**config.mk**
```make
export PLATFORM = sky130hd
export DESIGN_NAME = mux_nto1_scan
export DESIGN_NICKNAME = d
export VERILOG_FILES = /design/src/rtl/mux_nto1_scan.sv
export SDC_FILE = /design/constraint.sdc
export NUM_CORES = 1
export LEC_CHECK = 0
export CAP_MARGIN = 20
export CORE_MARGIN = 10
export CORE_UTILIZATION = 45
export DETAILED_ROUTE_END_ITERATION = 10
export HOLD_SLACK_MARGIN = 0.02
export MAX_ROUTING_LAYER = met4
export PLACE_DENSITY = 0.79
export SYNTH_ARGS = -nofsm -noshare
export SYNTH_HDL_FRONTEND = slang
export SYNTH_SLANG_ARGS = --single-unit
```
**constraint.sdc**
```tcl
create_clock -name clk -period 3.85 [get_ports clk]
set_clock_uncertainty 0.05 [all_clocks]
set_input_delay 0.77 -clock clk [delete_from_list [all_inputs] [get_ports clk]]
set_output_delay 0.77 -clock clk [all_outputs]
set_load 0.01 [all_outputs]
```
**src/rtl/mux_nto1_scan.sv**
```systemverilog
// Registered N-channel, WIDTH-bit multiplexer with a valid/ready output.
// Manual mode loads the channel on sel. Scan mode walks the enabled channels
// round-robin and can insert idle cycles between transfers.
//
// state   | meaning
// --------+---------------------------------------------------------------
// ST_IDLE | no sample held; load as soon as a source is available
// ST_HOLD | y/y_ch hold a sample waiting for y_ready
// ST_GAP  | scan-mode idle cycles after an accepted transfer
module mux_nto1_scan #(
  parameter int WIDTH  = 8,
  parameter int NUM_CH = 8,
  parameter int GAP    = 0,
  localparam int SEL_W = $clog2(NUM_CH)
) (
  input  logic                      clk,
  input  logic                      rst,
  input  logic [NUM_CH*WIDTH-1:0]   din,
  input  logic [SEL_W-1:0]          sel,
  input  logic                      mode,
  input  logic [NUM_CH-1:0]         ch_en,
  output logic [WIDTH-1:0]          y,
  output logic [SEL_W-1:0]          y_ch,
  output logic                      y_valid,
  input  logic                      y_ready,
  output logic                      scan_wrap
);

  typedef enum logic [1:0] {ST_IDLE, ST_HOLD, ST_GAP} state_t;

  // GAP cycles are counted down to zero; the counter starts at GAP-1 so the
  // load happens on the edge that ends the last idle cycle.
  localparam logic [7:0] GAP_LD = (GAP > 0) ? 8'(GAP - 1) : 8'd0;

  state_t           state;
  logic [SEL_W-1:0] ptr;
  logic [7:0]       gap_cnt;
  logic [SEL_W-1:0] last_ch;
  logic             have_last;

  logic             scan_found;
  logic [SEL_W-1:0] scan_ch;
  logic             man_ok;
  logic             src_ok;
  logic [SEL_W-1:0] load_ch;
  logic             accept;
  logic             gap_mode;
  logic             load_slot;
  logic             do_load;

  // First enabled channel at or above the scan pointer, searching upward with
  // wrap. Iterating from the far end down leaves the nearest match standing.
  always_comb begin
    scan_found = 1'b0;
    scan_ch    = '0;
    for (int i = NUM_CH - 1; i >= 0; i--) begin
      int j;
      j = int'(ptr) + i;
      if (j >= NUM_CH) j = j - NUM_CH;
      if (ch_en[j]) begin
        scan_found = 1'b1;
        scan_ch    = SEL_W'(j);
      end
    end
  end

  // Source selection and the decision whether this edge loads a new sample.
  always_comb begin
    man_ok   = int'(sel) < NUM_CH;
    src_ok   = mode ? scan_found : man_ok;
    load_ch  = mode ? scan_ch : sel;
    accept   = y_valid && y_ready;
    gap_mode = mode && (GAP > 0);
    unique case (state)
      ST_IDLE: load_slot = 1'b1;
      ST_HOLD: load_slot = accept && !gap_mode;
      ST_GAP:  load_slot = (gap_cnt == 8'd0);
      default: load_slot = 1'b0;
    endcase
    do_load = load_slot && src_ok;
  end

  // Control FSM with registered data, handshake and wrap-pulse outputs.
  always_ff @(posedge clk) begin
    if (rst) begin
      state     <= ST_IDLE;
      y         <= '0;
      y_ch      <= '0;
      y_valid   <= 1'b0;
      scan_wrap <= 1'b0;
      ptr       <= '0;
      gap_cnt   <= '0;
      last_ch   <= '0;
      have_last <= 1'b0;
    end else begin
      scan_wrap <= 1'b0;
      if (do_load) begin
        y       <= din[int'(load_ch)*WIDTH +: WIDTH];
        y_ch    <= load_ch;
        y_valid <= 1'b1;
        state   <= ST_HOLD;
        // Only scan loads advance the pointer and feed wrap detection.
        if (mode) begin
          ptr       <= (int'(load_ch) == NUM_CH - 1) ? '0 : load_ch + 1'b1;
          scan_wrap <= have_last && (load_ch <= last_ch);
          last_ch   <= load_ch;
          have_last <= 1'b1;
        end
      end else begin
        unique case (state)
          ST_HOLD: begin
            if (accept) begin
              y_valid <= 1'b0;
              if (gap_mode) begin
                state   <= ST_GAP;
                gap_cnt <= GAP_LD;
              end else begin
                state <= ST_IDLE;
              end
            end
          end
          ST_GAP: begin
            if (gap_cnt == 8'd0) state <= ST_IDLE;
            else gap_cnt <= gap_cnt - 8'd1;
          end
          default: ;
        endcase
      end
    end
  end

endmodule

```
### Cell density map

11 x 11 tiles, from black (low) to pale yellow (high), 0 to 100% covered.
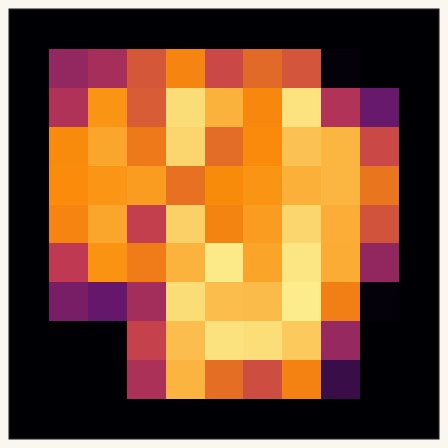
The fullest tile reaches 96%. 41% of the tiles are nearly empty. The emptiest ninth of the die: lower left. 27% of the tiles are over 75% full. The mean over all tiles is 42%. The densest ninth of the die: centre.
core outline area: 7180 um^2
floorplan-stage core utilization: 0.457
final cell utilization of the core: 0.662

### The metal 3 layer

Scale bar: 20 um.
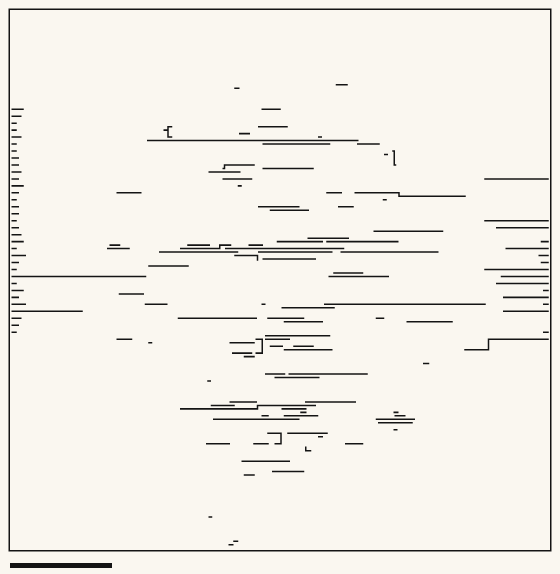
The longest straight run is 40.9 um. 120 nets have wire on it. The wires run mostly horizontal.
global-route met3 utilization: 0.0262
Via Count: 3,922
total routed wirelength: 12,300 um

==> results.cfg <==
; generated from flow reports
[min_path]
worst_hold_startpoint = have_last$_SDFFE_PP0N_
hold_class = flop to flop
timing.hold.worst_path_depth = 2

[clock_network]
cts_buffers = 3
path_clk_slew_ns = 0.08
post_cts_hold_buffer_count = 0
tritoncts = yes
clock_sink_count = 20
cts_max_path_buffers = 2
clk_latency_ns = 0.26
clock_tree_root = clkbuf_8
htreeDepth = 1

[timing]
layout_min_cycle_time_ns = 3.80
max_clk_rate_mhz = 263
timing.final.crit_share = 0.987
slew_headroom = 0.409
report.final.hold_viol_count = 0
timing_worst_slew_pin_value_ns = 0.887
final_max_slew_viol_count = 0
report.final.setup_viol = 0
setup_slack_after_layout_ns = 0.0511

[synthesis]
synth-xor-area-share = 0.0133
ys_sh_adder = 0.0229
synth_flops = 20
post_synth_main_logic_family = AND-OR/OR-AND gates
synth.top_cells.by_count = mux2i_1, nand2_1, nor2_1
synthesis.yosys.warnings = 0
yosysTopAreaCellShare = 0.122
synth_stat.cells = 375
netlist.top_cell.by_area = dfxtp_1
synth_compound_gate_area_share = 0.350
number_of_nets_in_the_synthesized_netlist = 460
yosysChipArea_um2 = 3280
syn-instance-count = 375
dominant_register_cell = dfxtp_1
mux_area_frac = 0.288
postSynthSeqShare = 0.122
synth-simple-area-share = 0.125
synth_async_sr_flop_share = 0
number_of_enable_type_register_cells_in_the_synthesized_netlist = 0
synth_top_cell_by_count = mux2i_1
mappedNetlistArea_um2 = 3280
synth.area.top_cells = dfxtp_1, mux4_2, mux2i_1

[placement]
pre_cts_ws_ns = -0.458
placed_cells_incl_taps = 587
post-dp-hpwl_um = 9340
place.port_buffers = 91

[run_status]
outcome = finished clean

[global_routing]
grt_overflow = 0
antenna_violations_before_repair = 1
maximum_number_of_pins_on_one_net_before_global_route_repair = 41
global_route_wire_length_before_repair_um = 19100
groute.usage.overall = 0.208

[critical_path]
cp_top_family = AND-OR/OR-AND gates
critPathLaunchType = input port
critPathBufInv = 3
worst_r2r_endpoint = y[1]$_SDFFE_PP0N_
worstSetupPathDepth = 10
r2r_start = ptr[0]$_SDFFE_PP0N_
critical_path_required_ns = 3.95
slowest_stage = mux4_2
crit_top_cell = mux2i_1
critical_path.max_fanout = 25
rr_worst_depth = 13
critPathArrivalTime_ns = 3.90
crit_type = input port to flop
cp-end-kind = flop
critical_path.cell_chain = clkdlybuf4s50_1 -> mux4_2 -> mux2i_1 -> o211ai_1 -> a21o_1 -> buf_12 -> buf_4 -> o311ai_0 -> mux2i_1 -> a221o_1
worst_path_largest_cell_delay_ns = 0.59

[die]
num_io_pins = 92
chip_area_um2 = 11100
dieWidth_um = 105

[job]
max_cap_violations = 0
warnings = 27

[pwr]
power.static_leakage_nw = 1.85
power_frac_comb = 0.722
seq-power_w = 0.000275
p_sw_w = 0.000741
cellInternalPower_w = 0.00102
power_density_nw_per_um2 = 369
powerClk_w = 0.000214
sw_frac_of_total = 0.422
power.share.sequential = 0.157
vdd_drop_max_mv = 0.180
combinationalPower_w = 0.00127
power.clock.fraction = 0.122

[detailed_routing]
drt.antenna.violating_nets = 0
route.detailed.vias_per_inst = 6.59
drt_iter0_markers = 522
detail_route.wl_per_cell_um = 20.7
drcViolationCount = 0

[finish]
regArea_um2 = 400
drive_above_1_share = 0.246
lay_top_cells = clkdlybuf4s50_1, buf_4, mux2i_1, nand2_1, nor2_1
p_r_area_growth_vs_syn_pct = 44.9
nets = 581
### Gate families picked out

Scale bar: 20 um.
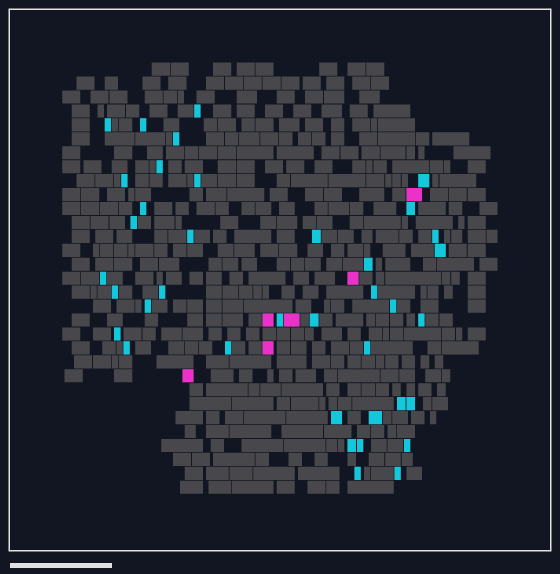
Key: cyan = nand cells [cells 38, most used nand2_1]; magenta = and/or cells [cells 6, where centre]
commonest non-fill, non-tap cell in the layout: clkdlybuf4s50_1
count of placed standard cells in the final layout, fillers left out: 595
logic gate fraction of the total cell area: 0.566

### Cell outlines without signal wires

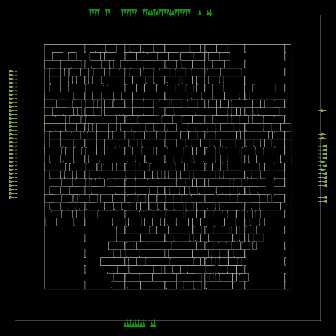
number of flip-flops and latches: 20
share of cell area taken by flip-flops and latches: 0.0842
placement row count: 31
fill cell total of the finished layout: 550

## worst max-delay path by stage
stage | to | startpoint
floorplan | ptr[0]$_SDFFE_PP0N_ | ptr[1]$_SDFFE_PP0N_
global placement | y[2]$_SDFFE_PP0N_ | ch_en[6]
detailed placement | y[3]$_SDFFE_PP0N_ | ch_en[5]
CTS | y[2]$_SDFFE_PP0N_ | ch_en[5]
global route | ptr[0]$_SDFFE_PP0N_ | ch_en[1]
finish | y[1]$_SDFFE_PP0N_ | ch_en[1]
## final cells by class
type / instances / area share
inverters: 12 / 0.00948
clock inverters: 1 / 0.00632
diodes: 1 / 0.000526
multi-input cells: 305 / 0.566
well taps: 99 / 0.0261
flip-flops and latches: 20 / 0.0842
clock buffers: 3 / 0.00869
repair buffers: 154 / 0.299
## through the flow
stage | hold WS [ns] | power, W | cell area [um^2]
3_3_place_gp | 0.389 | 0.00144 | 4600
2_1_floorplan | 0.376 | 0.00101 | 3310
6_report | 0.405 | 0.00176 | 4750
3_5_place_dp | 0.391 | 0.00147 | 4600
4_1_cts | 0.402 | 0.00170 | 4680
5_1_grt | 0.433 | 0.00185 | 4750
## sequential cells by signal, summed over array words and instances, names as in the netlist
| name | count |
|---|---|
| last_ch | 3 |
| y_valid | 1 |
| ptr | 3 |
| have_last | 1 |
| y | 8 |
| scan_wrap | 1 |
| y_ch | 3 |
## routing by layer
layer  global-route usage  vias up  part of all wire
met5                    -        -                 0
li1                     -     1773                 -
met3               0.0262       28             0.068
met1                0.268     1890              0.42
met4               0.0598        0             0.021
met2                0.334      231              0.49
## repair_timing
action,in CTS,in global routing
pin swaps,0,2
endpoints found under the setup margin,2,11
resized,4,15
setup buffers,0,3
Power is estimated from default activity; no workload was simulated.
